===== src/rtl/pipe_pkg.sv =====
// Shared constants and helpers for the MIPS inter-stage pipeline registers.
package pipe_pkg;

    localparam int REG_ADDR_W = 5;
    localparam logic [REG_ADDR_W-1:0] ZERO_REG = '0;
    localparam int TNEW_W_DEF = 3;

    localparam logic [31:0] BUBBLE_PC    = 32'h0;
    localparam logic [31:0] BUBBLE_INSTR = 32'h0;
    localparam logic [31:0] BUBBLE_WD    = 32'h0;

    // Callers cast the result back to their own Tnew width.
    function automatic logic [31:0] sat_dec(input logic [31:0] v);
        return (v == 32'd0) ? 32'd0 : v - 32'd1;
    endfunction

endpackage


===== src/rtl/pipe_stage_hazard_reg_fwd_query.sv =====
// One forwarding/stall query channel compared against the stage's registered contents.
module fwd_query
    import pipe_pkg::*;
#(
    parameter int TNEW_W = TNEW_W_DEF
) (
    input  logic                  valid,
    input  logic                  rfwr,
    input  logic [REG_ADDR_W-1:0] a3,
    input  logic [TNEW_W-1:0]     tnew,
    input  logic [REG_ADDR_W-1:0] addr,
    input  logic [TNEW_W-1:0]     tuse,
    output logic                  hit,
    output logic                  fwd,
    output logic                  stall
);

    // $zero never hits, even if a slot claims to write it.
    assign hit   = valid & rfwr & (a3 != ZERO_REG) & (a3 == addr);
    assign fwd   = hit & (tnew == '0);
    assign stall = hit & (tnew > tuse);

endmodule


===== src/rtl/pipe_stage_hazard_reg.sv =====
// Inter-stage pipeline register with hold/flush, Tnew countdown and hazard queries.
// Optional perf counters are enabled with `define PIPE_PERF_CNT_EN.
module pipe_stage_hazard_reg
    import pipe_pkg::*;
#(
    parameter int PAYLOAD_W         = 64,
    parameter int NUM_SRC           = 2,
    parameter int TNEW_W            = TNEW_W_DEF,
    parameter bit KEEP_PC_ON_BUBBLE = 1'b0
) (
    input  logic                           clk,
    input  logic                           reset,
    input  logic                           hold,
    input  logic                           flush,
    input  logic                           in_valid,
    input  logic [31:0]                    in_pc,
    input  logic [31:0]                    in_instr,
    input  logic [PAYLOAD_W-1:0]           in_payload,
    input  logic [REG_ADDR_W-1:0]          in_a3,
    input  logic                           in_rfwr,
    input  logic [31:0]                    in_wd,
    input  logic [TNEW_W-1:0]              in_tnew,
    output logic                           out_valid,
    output logic [31:0]                    out_pc,
    output logic [31:0]                    out_instr,
    output logic [PAYLOAD_W-1:0]           out_payload,
    output logic [REG_ADDR_W-1:0]          out_a3,
    output logic                           out_rfwr,
    output logic [31:0]                    out_wd,
    output logic [TNEW_W-1:0]              out_tnew,
    input  logic [NUM_SRC*REG_ADDR_W-1:0]  q_addr,
    input  logic [NUM_SRC*TNEW_W-1:0]      q_tuse,
    output logic [NUM_SRC-1:0]             q_hit,
    output logic [NUM_SRC-1:0]             q_fwd,
    output logic [NUM_SRC-1:0]             q_stall,
    output logic [31:0]                    bubble_cnt,
    output logic [31:0]                    hold_cnt
);

    logic              load_bubble;
    logic [TNEW_W-1:0] tnew_next;

    // An invalid input slot becomes a bubble unless the stage is frozen.
    assign load_bubble = flush | (~hold & ~in_valid);
    assign tnew_next   = TNEW_W'(sat_dec(32'(in_tnew)));

    always_ff @(posedge clk) begin
        if (reset) begin
            out_valid   <= 1'b0;
            out_pc      <= '0;
            out_instr   <= '0;
            out_payload <= '0;
            out_a3      <= '0;
            out_rfwr    <= 1'b0;
            out_wd      <= '0;
            out_tnew    <= '0;
        end else if (load_bubble) begin
            out_valid   <= 1'b0;
            out_pc      <= KEEP_PC_ON_BUBBLE ? in_pc : BUBBLE_PC;
            out_instr   <= BUBBLE_INSTR;
            out_payload <= '0;
            out_a3      <= ZERO_REG;
            out_rfwr    <= 1'b0;
            out_wd      <= BUBBLE_WD;
            out_tnew    <= '0;
        end else if (!hold) begin
            out_valid   <= 1'b1;
            out_pc      <= in_pc;
            out_instr   <= in_instr;
            out_payload <= in_payload;
            out_a3      <= in_a3;
            out_rfwr    <= in_rfwr;
            out_wd      <= in_wd;
            out_tnew    <= tnew_next;
        end
    end

`ifdef PIPE_PERF_CNT_EN
    logic [31:0] bubble_cnt_q;
    logic [31:0] hold_cnt_q;

    always_ff @(posedge clk) begin
        if (reset) begin
            bubble_cnt_q <= '0;
            hold_cnt_q   <= '0;
        end else begin
            if (load_bubble) bubble_cnt_q <= bubble_cnt_q + 32'd1;
            if (hold && !flush) hold_cnt_q <= hold_cnt_q + 32'd1;
        end
    end

    assign bubble_cnt = bubble_cnt_q;
    assign hold_cnt   = hold_cnt_q;
`else
    assign bubble_cnt = '0;
    assign hold_cnt   = '0;
`endif

    for (genvar i = 0; i < NUM_SRC; i++) begin : g_query
        fwd_query #(
            .TNEW_W (TNEW_W)
        ) u_query (
            .valid (out_valid),
            .rfwr  (out_rfwr),
            .a3    (out_a3),
            .tnew  (out_tnew),
            .addr  (q_addr[i*REG_ADDR_W +: REG_ADDR_W]),
            .tuse  (q_tuse[i*TNEW_W +: TNEW_W]),
            .hit   (q_hit[i]),
            .fwd   (q_fwd[i]),
            .stall (q_stall[i])
        );
    end

endmodule


===== config.mk =====
export PLATFORM = sky130hd
export DESIGN_NAME = pipe_stage_hazard_reg
export DESIGN_NICKNAME = d
export VERILOG_FILES = /design/src/rtl/pipe_pkg.sv /design/src/rtl/pipe_stage_hazard_reg_fwd_query.sv /design/src/rtl/pipe_stage_hazard_reg.sv
export SDC_FILE = /design/constraint.sdc
export NUM_CORES = 1
export LEC_CHECK = 0
export CAP_MARGIN = 20
export CORE_AREA = 4 4 165 167
export DETAILED_ROUTE_END_ITERATION = 8
export DIE_AREA = 0 0 169 171
export MAX_ROUTING_LAYER = met4
export PLACE_DENSITY = 0.66
export RECOVER_POWER = 25
export SLEW_MARGIN = 20
export SYNTH_ARGS = -nofsm -noshare
export SYNTH_HDL_FRONTEND = slang
export SYNTH_SLANG_ARGS = --single-unit

===== constraint.sdc =====
create_clock -name clk -period 5 [get_ports clk]
set_clock_uncertainty 0.2 [all_clocks]
set_input_delay 0.5 -clock clk [delete_from_list [all_inputs] [get_ports clk]]
set_output_delay 0.5 -clock clk [all_outputs]
set_load 0.02 [all_outputs]

**Run 1: placed cells, one color a class**

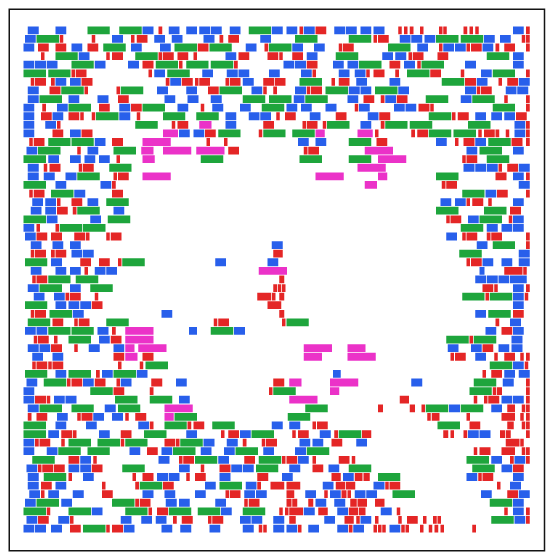
- remaining buffers and delay cells: blue (cells 368; share of their area 35%)
- remaining logic cells: red (cells 458; share of their area 28%)
- clock drivers and dummy loads: magenta (cells 32; share of their area 5.6%)
- sequential cells: green (cells 170; share of their area 32%)

**Run 1: sequential cells grouped by signal name**

Bar = 50 um. Other sequential cells in the stronger gray, the rest of the logic in the fainter gray.
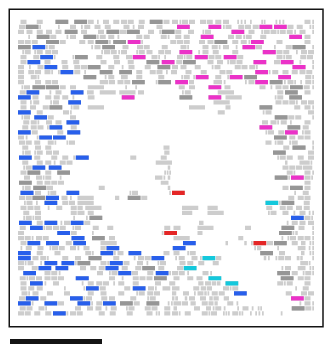
- out_a3: cyan (flops 5)
- out_tnew: red (flops 3)
- out_pc: magenta (flops 32)
- out_payload: blue (flops 64)
- not colored: 66

==> summary.txt, run 1 <==
impl run done, here's what came out: status=complete, but fails checks, violated checks=max-capacitance violations, max-slew violations, mapped cell area=0.00682 mm^2, Final setup viols=0, clock root buffer=clkbuf_16, Ant. Diodes=0, Synth top cells by count=nor2_1, dfxtp_1, mux2i_1, core area=0.0258 mm^2, CP Cell Sequence=dlygate4sd3_1 -> nor2_1 -> o21ai_4 -> buf_2 -> nor2_1, Clock buffer cells=19, worst reg2reg path startpoint=out_tnew[1]$_SDFFE_PP0N_, FA/HA/MAJ Cells, Area Fraction=1.47%, CP endpoint kind=register, logic share of the area=between 20% and 30%, met1 Resource Use GR=~16%, Setup CP Type=input pin to register, logic area=slightly below 0.003 mm^2, cts bufs inserted=17, Crit path arrival time=a little under 4 ns, Worst Hold Launch=out_valid$_SDFFE_PP0N_, CTS resizes=0, total negative slack=0 ns, FP Core Util=between 20% and 30%, Flops=170, Max-Cap Viols=1, Plain + repair buffers=368, Min Clock Period, post-route=approximately 3.9 ns, H-tree levels=4, vias in the first global route=between 5000 and 6000, register area share after synthesis=49.9%, Top Consumer=sequential cells, fin crit share=between 70% and 80%, critical path's slowest cell=buf_2, Port Buf Inserts=365, capture point of the worst reg-to-reg path=out_tnew[1]$_SDFFE_PP0N_, Clk pwr share=41.3%, hpwl dp=15900 um, Post-CTS Setup Bufs=0, DRC viols=0, Seq/total area=30.8%, yosys aoi share=0.734%, Area Overhead vs Synth=61.9%, CTS tree=built, highest clock rate=about 260 MHz, die height=171 um, TritonRoute pass-1 iters=4, Cell Count Post-Placement=1331, Crit path top cell by count=nor2_1, WL/cell=15.8 um, Fin. Hold Viols=0, slowest stage delay, CP=2.16 ns, initial antenna violation count=0, Seq power=0.00141 W, ys async rst share=0%, # rows=a little under 60, YS warnings=0, CP delay by family, top=buffers and inverters, gr usage total=14.4%, Flops after synth=170, clk_lat worst skew=slightly above 0.4 ns, Avg Synthesized Cell Area=10.2 um^2, Post-Layout Cell Count=1363, Area leader share=about half, max-slew violations=~170, vias=5615, comb_multi_in=450, crit-path max FO=about 170, DP Area=roughly 0.010 mm^2, Net Sw Power=0.000890 W, Pint=0.00236 W, Leak=4.61 nW, maximum number of pins on one net before global-route repair=171, Max IR drop VDD=234 uV, Logic family by area=multiplexers, first-pass GRT wire length=approximately 32000 um, HP Class=register to register, CP required=between 4 and 5 ns, Worst Hold End=out_valid$_SDFFE_PP0N_, fill count=2484
**Run 1: sizing map**

Bar = 50 um.
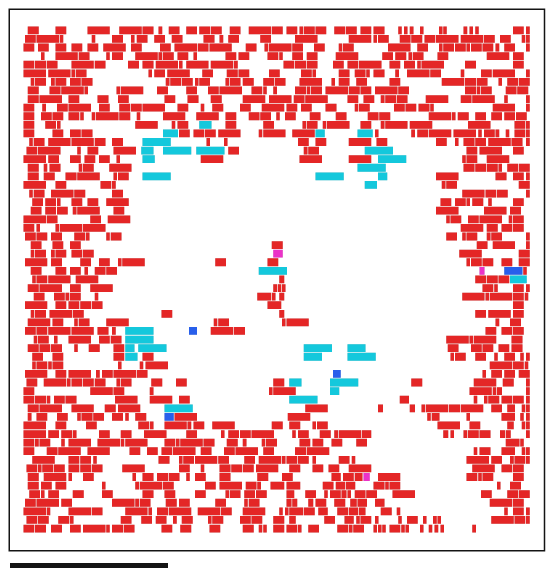
- x3 and x4: blue (cells 4; share 0.39%)
- x2: magenta (cells 3; share 0.29%)
- x6 and larger: cyan (cells 32; share 3.1%)
- x1 and smaller: red (cells 989; share 96%)

==> run 1: through the flow <==
stage	setup WS, ns	hold WS, ns
finish	1.11	0.269
global route	0.820	0.288
CTS	1.67	0.271
detailed placement	1.67	0.259
global placement	1.65	0.250
floorplan	2.88	0.338
==> run 1: per-layer routing <==
metal / part of all wire [%] / routed length [um]
met1: 40 / 8520
met2: 49 / 10600
met3: 10 / 2150
met4: 1.5 / 318
met5: 0 / 0
==> run 1: flip-flops by register name, indices dropped and copies added, names as in the netlist <==
register,count
out_payload,64
out_instr,32
out_pc,32
out_wd,32
out_a3,5
out_tnew,3
out_rfwr,1
out_valid,1
**Run 1: clock wires, drivers and flops**

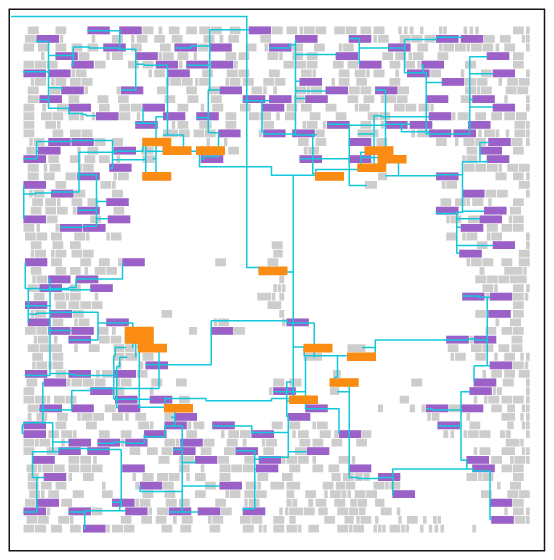

==> run 1 -> run 2 <==
PLACE_DENSITY = 0.69   (was 0.66)
clock period = 3.33 ns   (was 5 ns; I/O delays follow)
**Run 2: clock wires, drivers and flops**

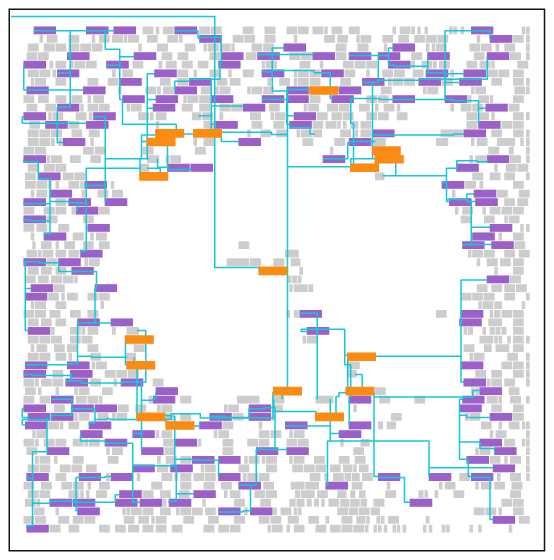
- flip-flops: purple (count 170)
- clock wires: cyan (length 2540 um)
- clock-net drivers: orange (count 17)
- routed clock nets: 18
- flops lie: spread over the die

==> run 2 against run 1 <==
Net effect:
- the run still ends with max-capacitance violations, max-slew violations left
- sequential share of layout area about the same
- combinational power increased by 53%
- sequential power increased by about 50%
- die area unchanged
- global-route usage increased by 0.28 points
- largest power group unchanged
- highest routed layer unchanged
==> summary.txt, run 2 <==
impl run done, here's what came out: HP Class=register to register (unchanged), max-slew violations=76 (was 171), Post-Layout Cell Count=1364 (was 1363), highest clock rate=334 MHz, comb_multi_in=450 (unchanged), vias in the first global route=5791 (was 5703), register area share after synthesis=49.9% (unchanged), CTS resizes=0 (unchanged), WL/cell=15.8 um (about the same), logic area=0.00292 mm^2 (unchanged), Crit path arrival time=2.46 ns (was 3.86 ns), worst reg2reg path startpoint=out_tnew[1]$_SDFFE_PP0N_ (unchanged), Min Clock Period, post-route=roughly 3 ns, max reg flops=64 (unchanged), cts bufs inserted=17 (unchanged), Clock buffer cells=18 (was 19), H-tree levels=4 (unchanged), critical path's slowest cell=clkdlybuf4s50_1 (was buf_2), Area leader share=49.9% (unchanged), Area Overhead vs Synth=62.1% (was 61.9%), Plain + repair buffers=369 (was 368), violated checks=max-capacitance violations, max-slew violations (unchanged), logic share of the area=26.4% (about the same), Setup WS pre-CTS=0.365 ns (was 1.67 ns), CP endpoint kind=primary output (was register), Max-Cap Viols=1 (unchanged), fill count=2531 (was 2484), met1 Resource Use GR=16.1% (was 16.2%), clk_lat worst skew=0.42 ns (was 0.41 ns), FP Core Util=26.5% (unchanged), ys async rst share=0% (unchanged), Pint=0.00350 W (was 0.00236 W), Worst Hold End=out_valid$_SDFFE_PP0N_ (unchanged), CP delay by family, top=simple AND/OR/NAND/NOR gates (was buffers and inverters), Seq power=0.00212 W (was 0.00141 W), total negative slack=0 ns (unchanged), TritonRoute pass-1 iters=5 (was 4), fin crit share=around 90%, maximum number of pins on one net before global-route repair=97 (was 171), capture point of the worst reg-to-reg path=out_tnew[1]$_SDFFE_PP0N_ (unchanged), CP Cell Sequence=xor2_1 -> nor4_1 -> nand3_1 -> nor3_1 -> clkdlybuf4s50_1 (was dlygate4sd3_1 -> nor2_1 -> o21ai_4 -> buf_2 -> nor2_1), Flops=170 (unchanged), gr usage total=14.7% (was 14.4%), Flops after synth=170 (unchanged), Clk pwr share=40.4% (was 41.3%), DP Area=0.0105 mm^2 (about the same), status=complete, but fails checks (unchanged), Seq/total area=30.8% (about the same), Ant. Diodes=0 (unchanged), mapped cell area=0.00682 mm^2 (unchanged), Fin. Hold Viols=0 (unchanged), Synth top cells by count=nor2_1, dfxtp_1, mux2i_1 (unchanged), Worst Hold Launch=out_valid$_SDFFE_PP0N_ (unchanged), Final setup viols=0 (unchanged), Cell Count Post-Placement=1332 (was 1331), hpwl dp=16400 um (was 15900 um), Avg Synthesized Cell Area=10.2 um^2 (unchanged), Net Sw Power=0.00133 W (was 0.000890 W), crit-path max FO=5 (was 170), Setup CP Type=register to primary output (was input pin to register), vias=5649 (was 5615), slowest stage delay, CP=0.64 ns (was 2.16 ns), DRC viols=0 (unchanged), Biggest register=out_payload (unchanged), die height=171 um (unchanged), Max IR drop VDD=311 uV (was 234 uV), Placer Congestion=0.763 (was 0.741), initial antenna violation count=0 (unchanged), Leak=4.61 nW (about the same)
**Run 2: placed cells, one color a class**

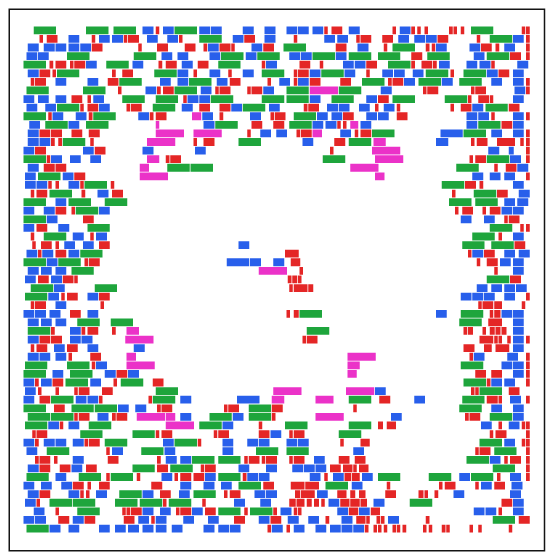
- remaining buffers and delay cells: blue (cells 369; share of their area 35%)
- sequential cells: green (cells 170; share of their area 32%)
- clock drivers and dummy loads: magenta (cells 32; share of their area 5.4%)
- remaining logic cells: red (cells 458; share of their area 28%)

-- run 2: kinds of logic (layout without fill, tap and decap cells) --
kind of cell               count (synthesis)  after routing  synth area share [%]
buffers and inverters                    115            409                  11.0
and+or+nand+nor                          192            192                  11.1
adders and majority gates                  8              8                  1.47
AOI/OAI and AO/OA                          9              9                 0.733
muxes                                    167            167                  24.5
DFF                                      170            170                  49.9
xor gates and xnor gates                  10             10                  1.28
other                                      1             64                0.0550
-- run 2: worst register-to-register path, stage by stage (launching register included) --
cell and delay (ns):
dfxtp_1 0.52, a21oi_1 0.12, nor2_1 0.17
-- run 2: routing by layer --
metal  routed length, um  up-vias
li1                    -     2761
met4                 433        0
met2               10600      273
met3                2120       24
met1                8470     2591
met5                   0        -
Power figures rest on the tool's default switching activity, not on a simulated workload.
